**src/rtl/maxpool_1d_fp_if.sv**
```systemverilog
// Stream bundle between the BN+ReLU stage, the temporal max-pool and the
// next conv stage.
interface maxpool_1d_fp_if #(
  parameter int NO_CH = 10,
  parameter int BW    = 12
);
  logic                       vld_in;
  logic [NO_CH-1:0][BW-1:0]   data_in;
  logic                       vld_out;
  logic [NO_CH-1:0][BW-1:0]   data_out;
  logic                       last_out;

  modport master (
    output vld_in, data_in,
    input  vld_out, data_out, last_out
  );

  modport slave (
    input  vld_in, data_in,
    output vld_out, data_out, last_out
  );
endinterface

```
**src/rtl/maxpool_1d_fp.sv**
```systemverilog
// Frame-aware temporal max-pool: per-channel signed max over POOL valid
// vectors, partial window closes each SEQ_LEN frame and is flagged last.
module maxpool_1d_fp #(
  parameter int NO_CH   = 10,
  parameter int BW      = 12,
  parameter int POOL    = 2,
  parameter int SEQ_LEN = 1024
) (
  input  logic          clk,
  input  logic          rst,
  maxpool_1d_fp_if.slave io
);

  localparam int WCW = $clog2(POOL);
  localparam int SCW = (SEQ_LEN > 1) ? $clog2(SEQ_LEN) : 1;

  logic [WCW-1:0]        win_cnt;
  logic [SCW-1:0]        seq_cnt;
  logic signed [BW-1:0]  acc [NO_CH];
  logic signed [BW-1:0]  nxt [NO_CH];
  logic                  last_seq;
  logic                  close;

  assign last_seq = (seq_cnt == SCW'(SEQ_LEN - 1));
  assign close    = (win_cnt == WCW'(POOL - 1)) || last_seq;

  // First sample of a window replaces the stale accumulator.
  always_comb begin
    for (int i = 0; i < NO_CH; i++) begin
      nxt[i] = acc[i];
      if (win_cnt == '0 || $signed(io.data_in[i]) > acc[i])
        nxt[i] = io.data_in[i];
    end
  end

  always_ff @(posedge clk) begin
    if (!rst) begin
      win_cnt     <= '0;
      seq_cnt     <= '0;
      io.vld_out  <= 1'b0;
      io.last_out <= 1'b0;
      io.data_out <= '0;
      for (int i = 0; i < NO_CH; i++)
        acc[i] <= '0;
    end else begin
      io.vld_out  <= io.vld_in && close;
      io.last_out <= io.vld_in && last_seq;
      if (io.vld_in) begin
        for (int i = 0; i < NO_CH; i++) begin
          acc[i] <= nxt[i];
          if (close)
            io.data_out[i] <= nxt[i];
        end
        win_cnt <= close ? '0 : win_cnt + WCW'(1);
        seq_cnt <= last_seq ? '0 : seq_cnt + SCW'(1);
      end
    end
  end

endmodule

```
**src/flat_wrapper.sv**
```systemverilog
// flat-port wrapper written by rule: the top's interface ports become plain ports
module maxpool_1d_fp_flat 
#(
  parameter int NO_CH   = 10,
  parameter int BW      = 12,
  parameter int POOL    = 2,
  parameter int SEQ_LEN = 1024
)
  (clk, rst, io_vld_in, io_data_in, io_vld_out, io_data_out, io_last_out);
  maxpool_1d_fp_if #(.NO_CH(NO_CH), .BW(BW)) io_i ();
  input  logic clk;
  input  logic rst;
  input wire logic [$bits(io_i.vld_in)-1:0] io_vld_in;
  input wire logic [$bits(io_i.data_in)-1:0] io_data_in;
  output wire logic [$bits(io_i.vld_out)-1:0] io_vld_out;
  output wire logic [$bits(io_i.data_out)-1:0] io_data_out;
  output wire logic [$bits(io_i.last_out)-1:0] io_last_out;
  assign io_i.vld_in = io_vld_in;
  assign io_i.data_in = io_data_in;
  assign io_vld_out = io_i.vld_out;
  assign io_data_out = io_i.data_out;
  assign io_last_out = io_i.last_out;
  maxpool_1d_fp #(.NO_CH(NO_CH), .BW(BW), .POOL(POOL), .SEQ_LEN(SEQ_LEN)) u_core (.clk(clk), .rst(rst), .io(io_i));
endmodule
```
**config.mk**
```make
export PLATFORM = sky130hd
export DESIGN_NAME = maxpool_1d_fp_flat
export DESIGN_NICKNAME = d
export VERILOG_FILES = /design/src/rtl/maxpool_1d_fp_if.sv /design/src/rtl/maxpool_1d_fp.sv /design/src/flat_wrapper.sv
export SDC_FILE = /design/constraint.sdc
export NUM_CORES = 1
export LEC_CHECK = 0
export CORE_MARGIN = 2
export CORE_UTILIZATION = 57
export DETAILED_ROUTE_END_ITERATION = 6
export PLACE_DENSITY = 0.9
export RECOVER_POWER = 100
export SLEW_MARGIN = 20
export SYNTH_ARGS = -nofsm -noshare
export SYNTH_HDL_FRONTEND = slang
export SYNTH_SLANG_ARGS = --single-unit
```
**constraint.sdc**
```tcl
create_clock -name clk -period 5.34 [get_ports clk]
set_clock_uncertainty 0.05 [all_clocks]
set_input_delay 0.534 -clock clk [delete_from_list [all_inputs] [get_ports clk]]
set_output_delay 0.534 -clock clk [all_outputs]
set_load 0.05 [all_outputs]
```
PDN straps and rails:
Scale bar: 50 µm. Pins as bars on the die edge. Tap cells in gray.
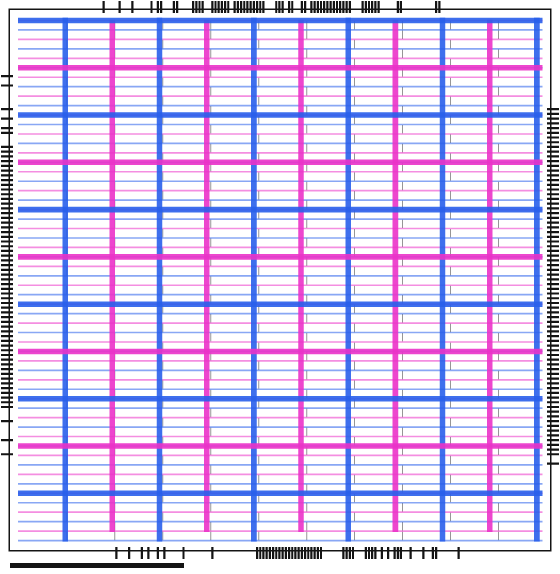
color	net
magenta	VDD
blue	VSS
met1 rails	56
rows	55

Port wiring:
Scale bar: 50 µm.
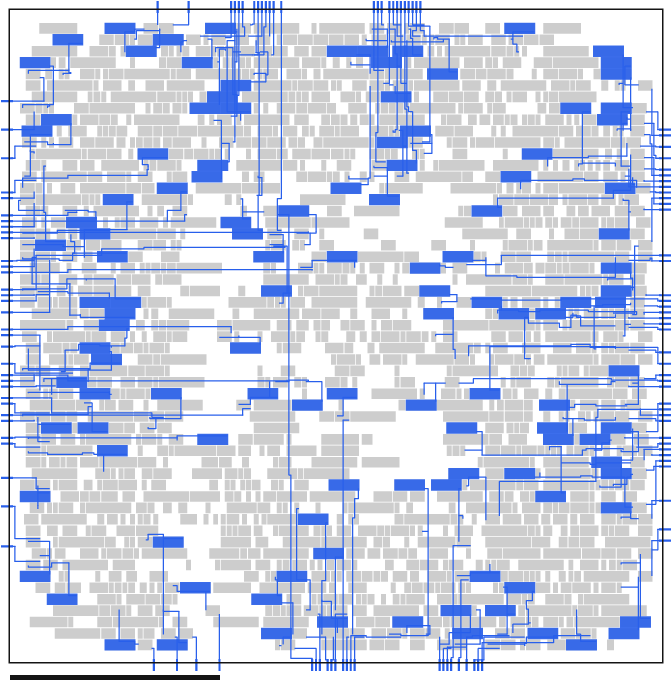
color	port	bits	direction	end cells	buffers	wire
blue	`io_data_out`	120	output	120	120	4500 µm
Ports: 245
IO buf count: 244

==> reports/results.ini <==
[outcome]
status=finished, violations left
violations=capacitance limit, slew limit

[job]
warning_count=26
drv_cap=5

[grt]
antenna_found_initial=2
met1_usage=0.330
grt_start_max_net_pins=89
grt_pass1_wl_um=52300
busiest_layer=met2
grt_use_met3=0.0657
grt_pass1_vias=10658

[worst_setup_path]
start_kind=flop
setup.worst_path.end=u_core.acc[0][55]
cp_slowest_cell=clkbuf_1
cp_num_buf_inv=2
cp_max_fo=19
crit_family=buffers and inverters
r2r_cells=7
cp_cell_sequence=clkbuf_1 -> nor4bb_1 -> o21ai_0 -> o31ai_1 -> buf_4 -> mux2i_1 -> nor2_1
rr_endpoint=u_core.acc[0][55]
cp.depth=7
critPathMaxStageDelay_ns=0.94

[synthesis]
ys_cells=1313
synth-async-reset-ratio=0
syn-cell-area_um2=13100
synth-edff-count=120
synthXorXnorAreaFrac=0.00604
top_logic_kind=simple AND/OR/NAND/NOR gates
netlist.top_cell.by_area=edfxtp_1
yosysMostFrequentCell=nor2_1
adder_share=0.116
yosys_warnings=0
top_cells_by_area=edfxtp_1 (28%), dfxtp_1 (20%), ha_1 (12%)
synth_seq_share=0.480
synth_flops=253

[clocking]
cts_tree=yes
clk_latency_ns=0.54
ctsHoldBuffers=0
clk_pin_slew_worst_paths_ns=0.06
cts.sinks=253

[detailed_routing]
met1_length_um=13600
drt_iter0_markers=547
drc=0
highest_layer=met4
ant_nets=0
routed_via_density=5.71
wl_met2_um=15800

[timing]
slew_viol_final=202
fin_crit_ns=3.97
whs_ns=0.399
worst_pin_slew_ns=1.85
hold_viol=0
relSlewSlack=-0.232
rsz0062_at_grt=false

[die]
initCoreUtil=0.578
die_w_um=155
die_h_um=155
chip_area_um2=24100

[finish]
lay_top_count=nor2_1
largestRegisters=u_core.acc x120, u_core.io.data_out x120, u_core.seq_cnt x10
buf_share=0.152
nClkBuffers=40
drive_above_1_share=0.0402
layout_top_cells=nor2_1 (161), dfxtp_1 (133), inv_1 (128)
comb_area_um2=6030
comb_share=0.361
diodes=3
syn2layout_area_growth_pct=28.1
largest_cell_class=flip-flops and latches
sh_seq_area=0.375
clock_area_frac=0.0616
utilization=0.741

[place]
pre_cts_slack_ns=1.67
place_area_um2=15800
dpl.hpwl_um=22600
dp.cells=1799

[power]
cellInternalPower_w=0.00387
combPwrFrac=0.178
seq_cell_power_w=0.00224
power.group.top=sequential cells
finalPower_w=0.00530
leakage_nw=7.73

Placed standard cells:
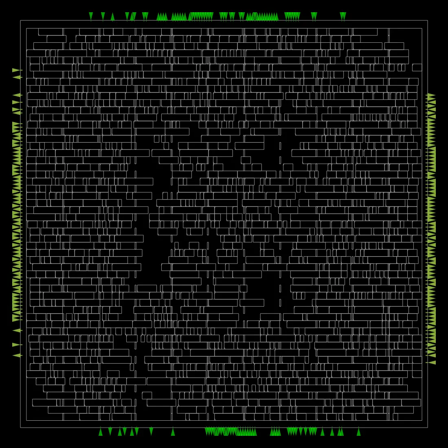
Fillers: 1549
cell row count: 55
core area: 22600 µm²

Signal metal coverage by tile:
The die is cut into 31 by 31 equal tiles; dark blue is low, red is high, scaled to the fullest tile. Values are wire area over tile area, all layers added.
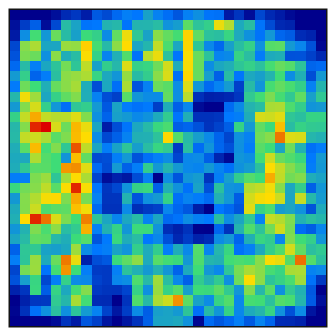
fullest tile	0.59
nearly empty tiles	3.3%
tiles over half the peak	28%
densest ninth of the die	middle left
WL final: 32800 µm
GRT Overall Usage: 0.265
wire per inst: 17.7 µm
routed via count: 10.6k

